<file path="src/rtl/solver_csr_bank_if.sv">
// MMIO request/response bundle between the CCI-P MMIO path and the solver CSR bank.
// master : AFU-side MMIO path; drives read/write requests and receives read responses.
// slave  : the CSR bank; receives requests and returns registered read responses.
// Signals:
//   mmio_wr_valid / mmio_rd_valid : write / read strobes
//   mmio_addr  : 32-bit-word address; 64-bit registers sit at even addresses
//   mmio_tid   : read transaction ID, echoed on rsp_tid
//   mmio_wdata : write data
//   rsp_valid / rsp_tid / rsp_data : read response, one cycle after the read strobe
interface solver_csr_bank_if;
    logic        mmio_wr_valid;
    logic        mmio_rd_valid;
    logic [15:0] mmio_addr;
    logic [8:0]  mmio_tid;
    logic [63:0] mmio_wdata;
    logic        rsp_valid;
    logic [8:0]  rsp_tid;
    logic [63:0] rsp_data;

    modport master (
        output mmio_wr_valid, mmio_rd_valid, mmio_addr, mmio_tid, mmio_wdata,
        input  rsp_valid, rsp_tid, rsp_data
    );

    modport slave (
        input  mmio_wr_valid, mmio_rd_valid, mmio_addr, mmio_tid, mmio_wdata,
        output rsp_valid, rsp_tid, rsp_data
    );
endinterface

</file>
<file path="src/rtl/solver_csr_bank.sv">
// MMIO register bank for NUM_CH independent ODE solver channels.
// Global registers: DFH, AFU_ID, DONE/BUSY bitmaps. Each channel has configuration
// registers, a CTRL command register, a STATUS register, captured results and an
// optional run-cycle counter.
//
// Optional feature macro: SOLVER_CSR_CYCLE_CNT_EN
//   defined   : per-channel 64-bit saturating CYCLES counters
//   undefined : no counter flops, CYCLES reads 0
//
// Ports:
//   clk, reset          : core clock, synchronous active-high reset
//   mmio                : MMIO request/response bundle (slave side)
//   o_ch_enb            : per-channel solver enable, high only while RUN
//   o_ch_h / o_ch_x_start / o_ch_y_start_val : 64-bit config, channel 0 in the LSBs
//   o_ch_n / o_ch_y_start_addr / o_ch_y_addr : 32-bit config, channel 0 in the LSBs
//   i_ch_fin            : solver finished
//   i_ch_x / i_ch_y_val : solver results, captured on completion
//
// Per-channel FSM:
//   state   | meaning
//   IDLE    | solver disabled, configuration writable
//   RUN     | solver enabled, configuration locked, CYCLES counting
//   DONE    | results captured, waiting for ACK or a new START
module solver_csr_bank #(
    parameter int unsigned  NUM_CH = 4,
    parameter logic [127:0] AFU_ID = 128'h0
) (
    input  logic                    clk,
    input  logic                    reset,
    solver_csr_bank_if.slave        mmio,
    output logic [NUM_CH-1:0]       o_ch_enb,
    output logic [64*NUM_CH-1:0]    o_ch_h,
    output logic [64*NUM_CH-1:0]    o_ch_x_start,
    output logic [64*NUM_CH-1:0]    o_ch_y_start_val,
    output logic [32*NUM_CH-1:0]    o_ch_n,
    output logic [32*NUM_CH-1:0]    o_ch_y_start_addr,
    output logic [32*NUM_CH-1:0]    o_ch_y_addr,
    input  logic [NUM_CH-1:0]       i_ch_fin,
    input  logic [64*NUM_CH-1:0]    i_ch_x,
    input  logic [64*NUM_CH-1:0]    i_ch_y_val
);

    // AFU type in [63:60], end-of-list in bit 40
    localparam logic [63:0] DFH = 64'h1000_0100_0000_0000;

    localparam logic [4:0] OFF_H    = 5'h00;
    localparam logic [4:0] OFF_N    = 5'h02;
    localparam logic [4:0] OFF_XS   = 5'h04;
    localparam logic [4:0] OFF_YSA  = 5'h06;
    localparam logic [4:0] OFF_YSV  = 5'h08;
    localparam logic [4:0] OFF_YA   = 5'h0A;
    localparam logic [4:0] OFF_CTRL = 5'h0C;
    localparam logic [4:0] OFF_STAT = 5'h0E;
    localparam logic [4:0] OFF_X    = 5'h10;
    localparam logic [4:0] OFF_Y    = 5'h12;
    localparam logic [4:0] OFF_CYC  = 5'h14;

    typedef enum logic [1:0] {
        ST_IDLE = 2'd0,
        ST_RUN  = 2'd1,
        ST_DONE = 2'd2
    } state_t;

    state_t      r_state     [NUM_CH];
    state_t      w_state_nxt [NUM_CH];
    logic [63:0] r_h         [NUM_CH];
    logic [31:0] r_n         [NUM_CH];
    logic [63:0] r_xs        [NUM_CH];
    logic [31:0] r_ysa       [NUM_CH];
    logic [63:0] r_ysv       [NUM_CH];
    logic [31:0] r_ya        [NUM_CH];
    logic [63:0] r_x         [NUM_CH];
    logic [63:0] r_y         [NUM_CH];
    logic [63:0] w_cycles    [NUM_CH];
    logic [NUM_CH-1:0] r_err;

    logic [NUM_CH-1:0] w_hit;
    logic [NUM_CH-1:0] w_cfg_wr;
    logic [NUM_CH-1:0] w_start;
    logic [NUM_CH-1:0] w_abort;
    logic [NUM_CH-1:0] w_ack;
    logic [NUM_CH-1:0] w_go;
    logic [NUM_CH-1:0] w_cap;
    logic [NUM_CH-1:0] w_err_set;
    logic [NUM_CH-1:0] w_done;
    logic [NUM_CH-1:0] w_busy;
    logic [4:0]        w_off;
    logic              w_ctrl_wr;
    logic              w_cfg_off;
    logic [63:0]       w_rd_data;

    logic              r_rsp_valid;
    logic [8:0]        r_rsp_tid;
    logic [63:0]       r_rsp_data;

    // Channel c occupies word addresses 0x20*(c+1) .. 0x20*(c+1)+0x1F
    assign w_off     = mmio.mmio_addr[4:0];
    assign w_ctrl_wr = mmio.mmio_wr_valid && (w_off == OFF_CTRL);
    assign w_cfg_off = w_off inside {OFF_H, OFF_N, OFF_XS, OFF_YSA, OFF_YSV, OFF_YA};

    // ABORT beats START beats ACK within a single CTRL write
    always_comb begin
        w_hit    = '0;
        w_cfg_wr = '0;
        w_start  = '0;
        w_abort  = '0;
        w_ack    = '0;
        for (int c = 0; c < NUM_CH; c++) begin
            w_hit[c]    = (mmio.mmio_addr[15:5] == 11'(c + 1));
            w_cfg_wr[c] = mmio.mmio_wr_valid && w_hit[c] && w_cfg_off;
            w_abort[c]  = w_ctrl_wr && w_hit[c] && mmio.mmio_wdata[1];
            w_start[c]  = w_ctrl_wr && w_hit[c] && mmio.mmio_wdata[0] && !mmio.mmio_wdata[1];
            w_ack[c]    = w_ctrl_wr && w_hit[c] && mmio.mmio_wdata[2]
                          && !mmio.mmio_wdata[1] && !mmio.mmio_wdata[0];
        end
    end

    always_ff @(posedge clk) begin
        if (reset) begin
            for (int c = 0; c < NUM_CH; c++) r_state[c] <= ST_IDLE;
        end else begin
            for (int c = 0; c < NUM_CH; c++) r_state[c] <= w_state_nxt[c];
        end
    end

    always_comb begin
        w_go      = '0;
        w_cap     = '0;
        w_err_set = '0;
        for (int c = 0; c < NUM_CH; c++) begin
            w_state_nxt[c] = r_state[c];
            case (r_state[c])
                ST_IDLE: begin
                    if (w_start[c]) begin
                        w_state_nxt[c] = ST_RUN;
                        w_go[c]        = 1'b1;
                    end
                end
                ST_RUN: begin
                    if (w_abort[c]) begin
                        w_state_nxt[c] = ST_IDLE;
                    end else if (i_ch_fin[c]) begin
                        w_state_nxt[c] = ST_DONE;
                        w_cap[c]       = 1'b1;
                    end
                    w_err_set[c] = w_start[c] || w_cfg_wr[c];
                end
                ST_DONE: begin
                    if (w_start[c]) begin
                        w_state_nxt[c] = ST_RUN;
                        w_go[c]        = 1'b1;
                    end else if (w_ack[c]) begin
                        w_state_nxt[c] = ST_IDLE;
                    end
                end
                default: w_state_nxt[c] = ST_IDLE;
            endcase
        end
    end

    always_ff @(posedge clk) begin
        if (reset) begin
            for (int c = 0; c < NUM_CH; c++) begin
                r_h[c]   <= '0;
                r_n[c]   <= '0;
                r_xs[c]  <= '0;
                r_ysa[c] <= '0;
                r_ysv[c] <= '0;
                r_ya[c]  <= '0;
                r_x[c]   <= '0;
                r_y[c]   <= '0;
                r_err[c] <= 1'b0;
            end
        end else begin
            for (int c = 0; c < NUM_CH; c++) begin
                // Configuration is locked while the solver is consuming it
                if (w_cfg_wr[c] && (r_state[c] != ST_RUN)) begin
                    case (w_off)
                        OFF_H:   r_h[c]   <= mmio.mmio_wdata;
                        OFF_N:   r_n[c]   <= mmio.mmio_wdata[31:0];
                        OFF_XS:  r_xs[c]  <= mmio.mmio_wdata;
                        OFF_YSA: r_ysa[c] <= mmio.mmio_wdata[31:0];
                        OFF_YSV: r_ysv[c] <= mmio.mmio_wdata;
                        OFF_YA:  r_ya[c]  <= mmio.mmio_wdata[31:0];
                        default: ;
                    endcase
                end
                if (w_go[c]) begin
                    r_err[c] <= 1'b0;
                end else if (w_err_set[c]) begin
                    r_err[c] <= 1'b1;
                end
                if (w_cap[c]) begin
                    r_x[c] <= i_ch_x[c*64 +: 64];
                    r_y[c] <= i_ch_y_val[c*64 +: 64];
                end
            end
        end
    end

`ifdef SOLVER_CSR_CYCLE_CNT_EN
    logic [63:0] r_cycles [NUM_CH];

    // Counts every RUN cycle, including the one that moves to DONE
    always_ff @(posedge clk) begin
        if (reset) begin
            for (int c = 0; c < NUM_CH; c++) r_cycles[c] <= '0;
        end else begin
            for (int c = 0; c < NUM_CH; c++) begin
                if (w_go[c]) begin
                    r_cycles[c] <= '0;
                end else if ((r_state[c] == ST_RUN) && (r_cycles[c] != '1)) begin
                    r_cycles[c] <= r_cycles[c] + 64'd1;
                end
            end
        end
    end

    always_comb begin
        for (int c = 0; c < NUM_CH; c++) w_cycles[c] = r_cycles[c];
    end
`else
    always_comb begin
        for (int c = 0; c < NUM_CH; c++) w_cycles[c] = '0;
    end
`endif

    always_comb begin
        w_done            = '0;
        w_busy            = '0;
        o_ch_h            = '0;
        o_ch_n            = '0;
        o_ch_x_start      = '0;
        o_ch_y_start_addr = '0;
        o_ch_y_start_val  = '0;
        o_ch_y_addr       = '0;
        for (int c = 0; c < NUM_CH; c++) begin
            w_done[c]                   = (r_state[c] == ST_DONE);
            w_busy[c]                   = (r_state[c] == ST_RUN);
            o_ch_h[c*64 +: 64]          = r_h[c];
            o_ch_n[c*32 +: 32]          = r_n[c];
            o_ch_x_start[c*64 +: 64]    = r_xs[c];
            o_ch_y_start_addr[c*32 +: 32] = r_ysa[c];
            o_ch_y_start_val[c*64 +: 64] = r_ysv[c];
            o_ch_y_addr[c*32 +: 32]     = r_ya[c];
        end
    end

    assign o_ch_enb = w_busy;

    // Read mux works on current register values, so a same-cycle write is not visible
    always_comb begin
        w_rd_data = '0;
        case (mmio.mmio_addr)
            16'h0000: w_rd_data = DFH;
            16'h0002: w_rd_data = AFU_ID[63:0];
            16'h0004: w_rd_data = AFU_ID[127:64];
            16'h0010: w_rd_data[NUM_CH-1:0] = w_done;
            16'h0012: w_rd_data[NUM_CH-1:0] = w_busy;
            default: ;
        endcase
        for (int c = 0; c < NUM_CH; c++) begin
            if (w_hit[c]) begin
                case (w_off)
                    OFF_H:    w_rd_data = r_h[c];
                    OFF_N:    w_rd_data = {32'h0, r_n[c]};
                    OFF_XS:   w_rd_data = r_xs[c];
                    OFF_YSA:  w_rd_data = {32'h0, r_ysa[c]};
                    OFF_YSV:  w_rd_data = r_ysv[c];
                    OFF_YA:   w_rd_data = {32'h0, r_ya[c]};
                    OFF_STAT: w_rd_data = {61'h0, r_err[c], r_state[c]};
                    OFF_X:    w_rd_data = r_x[c];
                    OFF_Y:    w_rd_data = r_y[c];
                    OFF_CYC:  w_rd_data = w_cycles[c];
                    default: ;
                endcase
            end
        end
    end

    always_ff @(posedge clk) begin
        if (reset) begin
            r_rsp_valid <= 1'b0;
            r_rsp_tid   <= '0;
            r_rsp_data  <= '0;
        end else begin
            r_rsp_valid <= mmio.mmio_rd_valid;
            r_rsp_tid   <= mmio.mmio_tid;
            r_rsp_data  <= w_rd_data;
        end
    end

    assign mmio.rsp_valid = r_rsp_valid;
    assign mmio.rsp_tid   = r_rsp_tid;
    assign mmio.rsp_data  = r_rsp_data;

endmodule

</file>
<file path="src/flat_wrapper.sv">
// flat-port wrapper written by rule: the top's interface ports become plain ports
module solver_csr_bank_flat 
#(
    parameter int unsigned  NUM_CH = 4,
    parameter logic [127:0] AFU_ID = 128'h0
)
  (clk, reset, o_ch_enb, o_ch_h, o_ch_x_start, o_ch_y_start_val, o_ch_n, o_ch_y_start_addr, o_ch_y_addr, i_ch_fin, i_ch_x, i_ch_y_val, mmio_mmio_wr_valid, mmio_mmio_rd_valid, mmio_mmio_addr, mmio_mmio_tid, mmio_mmio_wdata, mmio_rsp_valid, mmio_rsp_tid, mmio_rsp_data);
  solver_csr_bank_if mmio_i ();
  input  logic clk;
  input  logic reset;
  output logic [NUM_CH-1:0] o_ch_enb;
  output logic [64*NUM_CH-1:0] o_ch_h;
  output logic [64*NUM_CH-1:0] o_ch_x_start;
  output logic [64*NUM_CH-1:0] o_ch_y_start_val;
  output logic [32*NUM_CH-1:0] o_ch_n;
  output logic [32*NUM_CH-1:0] o_ch_y_start_addr;
  output logic [32*NUM_CH-1:0] o_ch_y_addr;
  input  logic [NUM_CH-1:0] i_ch_fin;
  input  logic [64*NUM_CH-1:0] i_ch_x;
  input  logic [64*NUM_CH-1:0] i_ch_y_val;
  input wire logic [$bits(mmio_i.mmio_wr_valid)-1:0] mmio_mmio_wr_valid;
  input wire logic [$bits(mmio_i.mmio_rd_valid)-1:0] mmio_mmio_rd_valid;
  input wire logic [$bits(mmio_i.mmio_addr)-1:0] mmio_mmio_addr;
  input wire logic [$bits(mmio_i.mmio_tid)-1:0] mmio_mmio_tid;
  input wire logic [$bits(mmio_i.mmio_wdata)-1:0] mmio_mmio_wdata;
  output wire logic [$bits(mmio_i.rsp_valid)-1:0] mmio_rsp_valid;
  output wire logic [$bits(mmio_i.rsp_tid)-1:0] mmio_rsp_tid;
  output wire logic [$bits(mmio_i.rsp_data)-1:0] mmio_rsp_data;
  assign mmio_i.mmio_wr_valid = mmio_mmio_wr_valid;
  assign mmio_i.mmio_rd_valid = mmio_mmio_rd_valid;
  assign mmio_i.mmio_addr = mmio_mmio_addr;
  assign mmio_i.mmio_tid = mmio_mmio_tid;
  assign mmio_i.mmio_wdata = mmio_mmio_wdata;
  assign mmio_rsp_valid = mmio_i.rsp_valid;
  assign mmio_rsp_tid = mmio_i.rsp_tid;
  assign mmio_rsp_data = mmio_i.rsp_data;
  solver_csr_bank #(.NUM_CH(NUM_CH), .AFU_ID(AFU_ID)) u_core (.clk(clk), .reset(reset), .mmio(mmio_i), .o_ch_enb(o_ch_enb), .o_ch_h(o_ch_h), .o_ch_x_start(o_ch_x_start), .o_ch_y_start_val(o_ch_y_start_val), .o_ch_n(o_ch_n), .o_ch_y_start_addr(o_ch_y_start_addr), .o_ch_y_addr(o_ch_y_addr), .i_ch_fin(i_ch_fin), .i_ch_x(i_ch_x), .i_ch_y_val(i_ch_y_val));
endmodule
</file>
<file path="config.mk">
export PLATFORM = sky130hd
export DESIGN_NAME = solver_csr_bank_flat
export DESIGN_NICKNAME = d
export VERILOG_FILES = /design/src/rtl/solver_csr_bank_if.sv /design/src/rtl/solver_csr_bank.sv /design/src/flat_wrapper.sv
export SDC_FILE = /design/constraint.sdc
export NUM_CORES = 2
export LEC_CHECK = 0
export ABC_AREA = 1
export ABC_CLOCK_PERIOD_IN_PS = 15530
export CAP_MARGIN = 25
export CORE_AREA = 2 2 718 720
export DETAILED_ROUTE_END_ITERATION = 8
export DIE_AREA = 0 0 720 722
export HOLD_SLACK_MARGIN = 0.15
export PLACE_DENSITY = 0.32
export SYNTH_ARGS = -nofsm -noshare
export SYNTH_HDL_FRONTEND = slang
export SYNTH_SLANG_ARGS = --single-unit
</file>
<file path="constraint.sdc">
create_clock -name clk -period 15.53 [get_ports clk]
set_input_delay 1.553 -clock clk [delete_from_list [all_inputs] [get_ports clk]]
set_output_delay 1.553 -clock clk [all_outputs]
set_load 0.02 [all_outputs]
</file>
==> results.cfg <==
; physical design summary
[status]
status = finished, final reports clean

[placed_design]
gp_congestion = 0.935
post_dp_cell_area_um2 = 102000
dp_worst_setup_slack_ns = 8.29

[die]
core_area_um2 = 512000
placementRows = 263
die_x_um = 720

[sta]
hold_ws_ns = 0.462
setup_violations = 0
final_hold_viol_count = 0
rsz0062_at_grt = no
finalSetupTns_ns = 0
tightest_slew_ns = 1.34

[flow_run]
max_cap_viol_count = 0

[grt]
grt_pass1_wl_um = 814000
grtUsageTotal_pct = 24.4
grt_pass1_vias = 65500
grt-ovfl-total = 0

[synthesis]
syn_nets = 7938
common_cells = 1834 x nor2_1, 1664 x edfxtp_1, 1655 x nand2_1
fa_ha_area_share_pct = 0
ys_ff = 1750
top_area_share_pct = 66.6
avgSynthCellArea_um2 = 10.2
mux_area_share_pct = 0
simple_gate_area_share_pct = 21.3
yosysUniqueCellTypes = 35
synth_seq_share_pct = 68.8

[route]
first_pass_iters = 8
wirelength_met1_um = 287000
antenna_left = 0

[setup_path]
r2r-end = u_core.r_h[0][124]
required_ns = 16.06
end_kind = flip-flop
cp_max_fo = 28
worstReg2RegStart = u_core.r_state[0][2]
rr_worst_depth = 7
cp-start-kind = input port

[cts]
ctsHoldBuffers = 0
cts_tree = done
cts_made_buffers = 236
h-tree-depth = 4
cts_setup_buffers = 0
clockBufferDepth = 4

[final_layout]
design.seq.count = 1750
finish.instance_area_um2 = 110000
lay_top_cells = 1837 x clkdlybuf4s50_1, 1831 x nor2_1, 1664 x edfxtp_1
fillers = 55700
final_common_cell = clkdlybuf4s50_1
comb_cells = 4413
buffer_area_share_pct = 18.4
sh_seq_area_pct = 46.8
register_area_um2 = 51700

[pwr]
p_comb_share_pct = 10.6
p_seq_share_pct = 43.9
pg_seq_mw = 5.62
comb-power_mw = 1.36
power_density_nw_per_um2 = 116
clock_power_share_pct = 45.5
powerClk_mw = 5.83
Figure 1. Met1 routing.
Bar = 200 um.
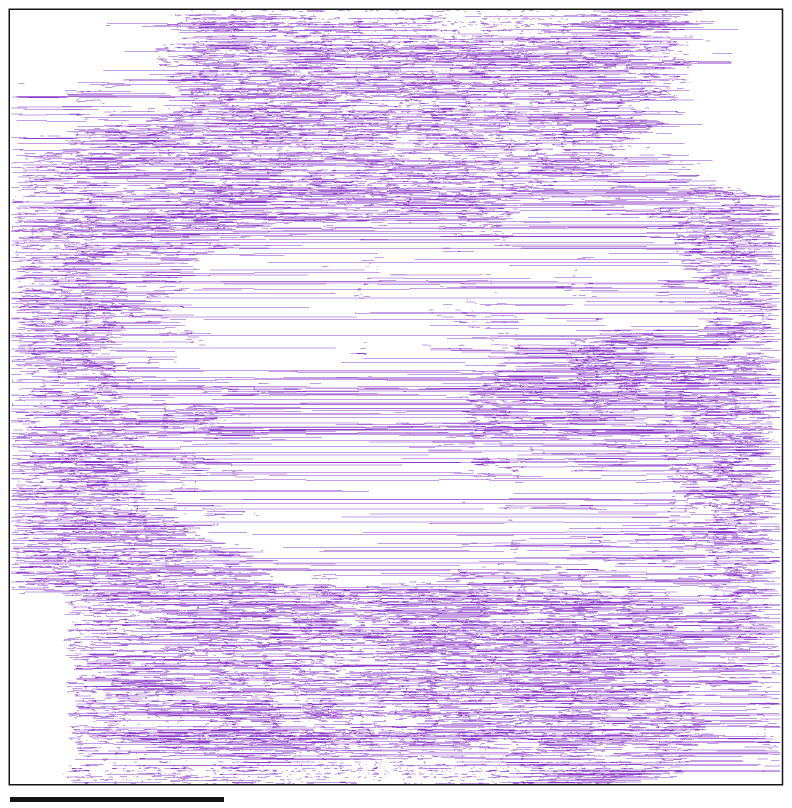
- nets with wire on the layer: 9137
- main direction: horizontal
- longest straight run: 603 um
- wire length on this layer: 287 mm
- share of all routed wire: 43%

Figure 2. Signal wires on met2.
Bar = 200 um. Cells faint in the background.
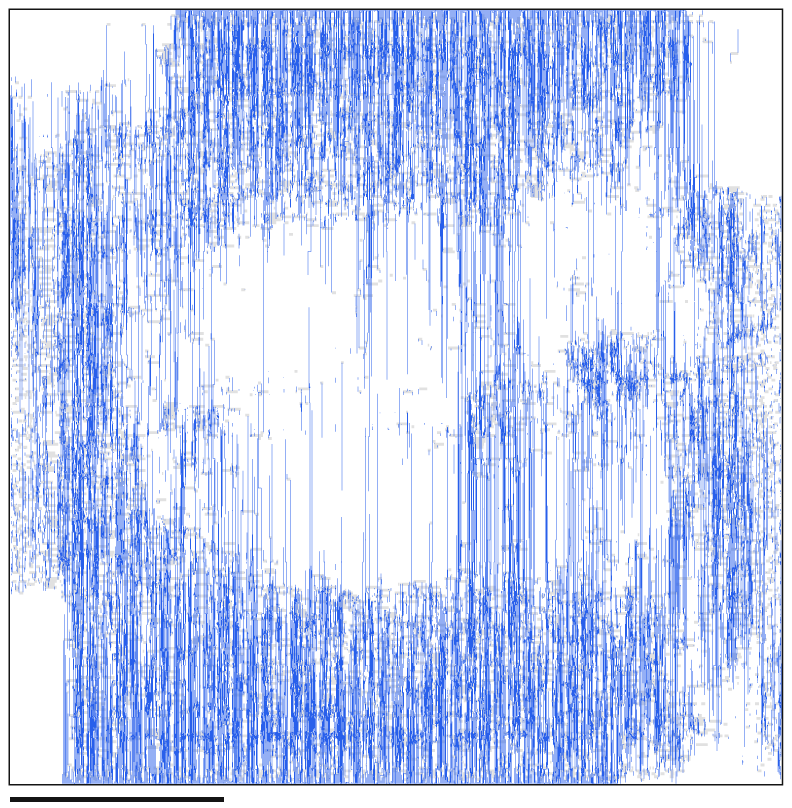
- main direction: vertical
- longest straight run: 312 um
- wire length on this layer: 299 mm
- nets with wire on the layer: 8213
wirelength, routed: 663000 um
M2 GR Usage: 38.6%

Figure 3. Met3 routing.
Bar = 200 um. Cells faint in the background.
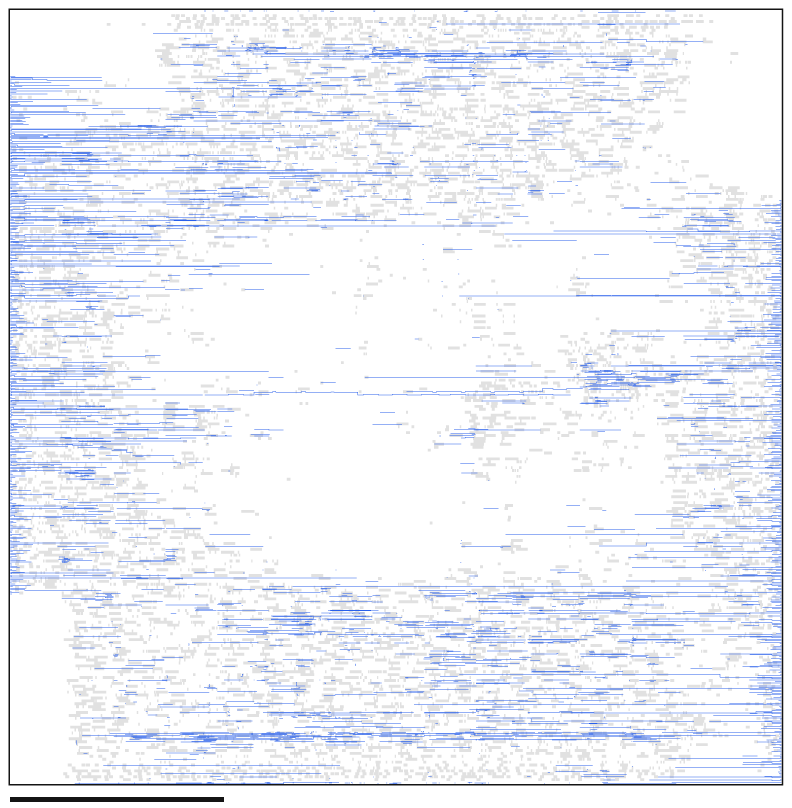
- nets with wire on the layer: 1633
- main direction: horizontal
- wire length on this layer: 55.3 mm
- longest straight run: 406 um
total number of vias: 68100
met3 Use GR: 5.99%

Figure 4. Metal 4.
Bar = 200 um.
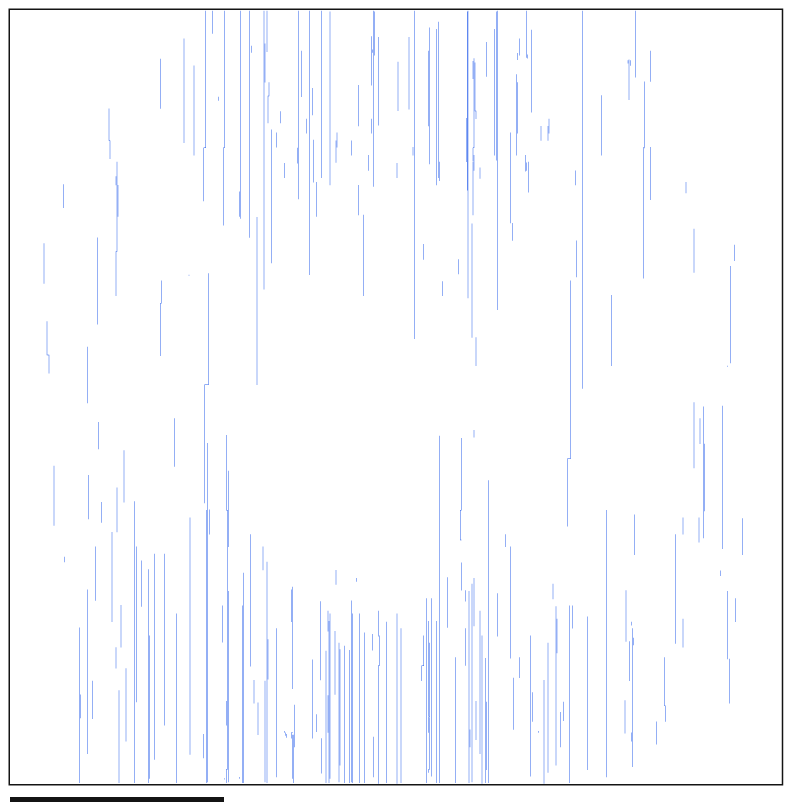
- wire length on this layer: 20.8 mm
- main direction: vertical
- share of all routed wire: 3.1%
- nets with wire on the layer: 179

Figure 5. Routing congestion.
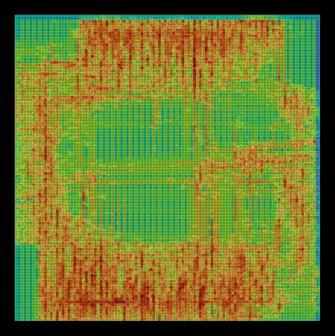
grt peak-use layer: met2
met1 usage: 32.9%
Final Core Density: 21.6%
WL per Instance: 41.1 um

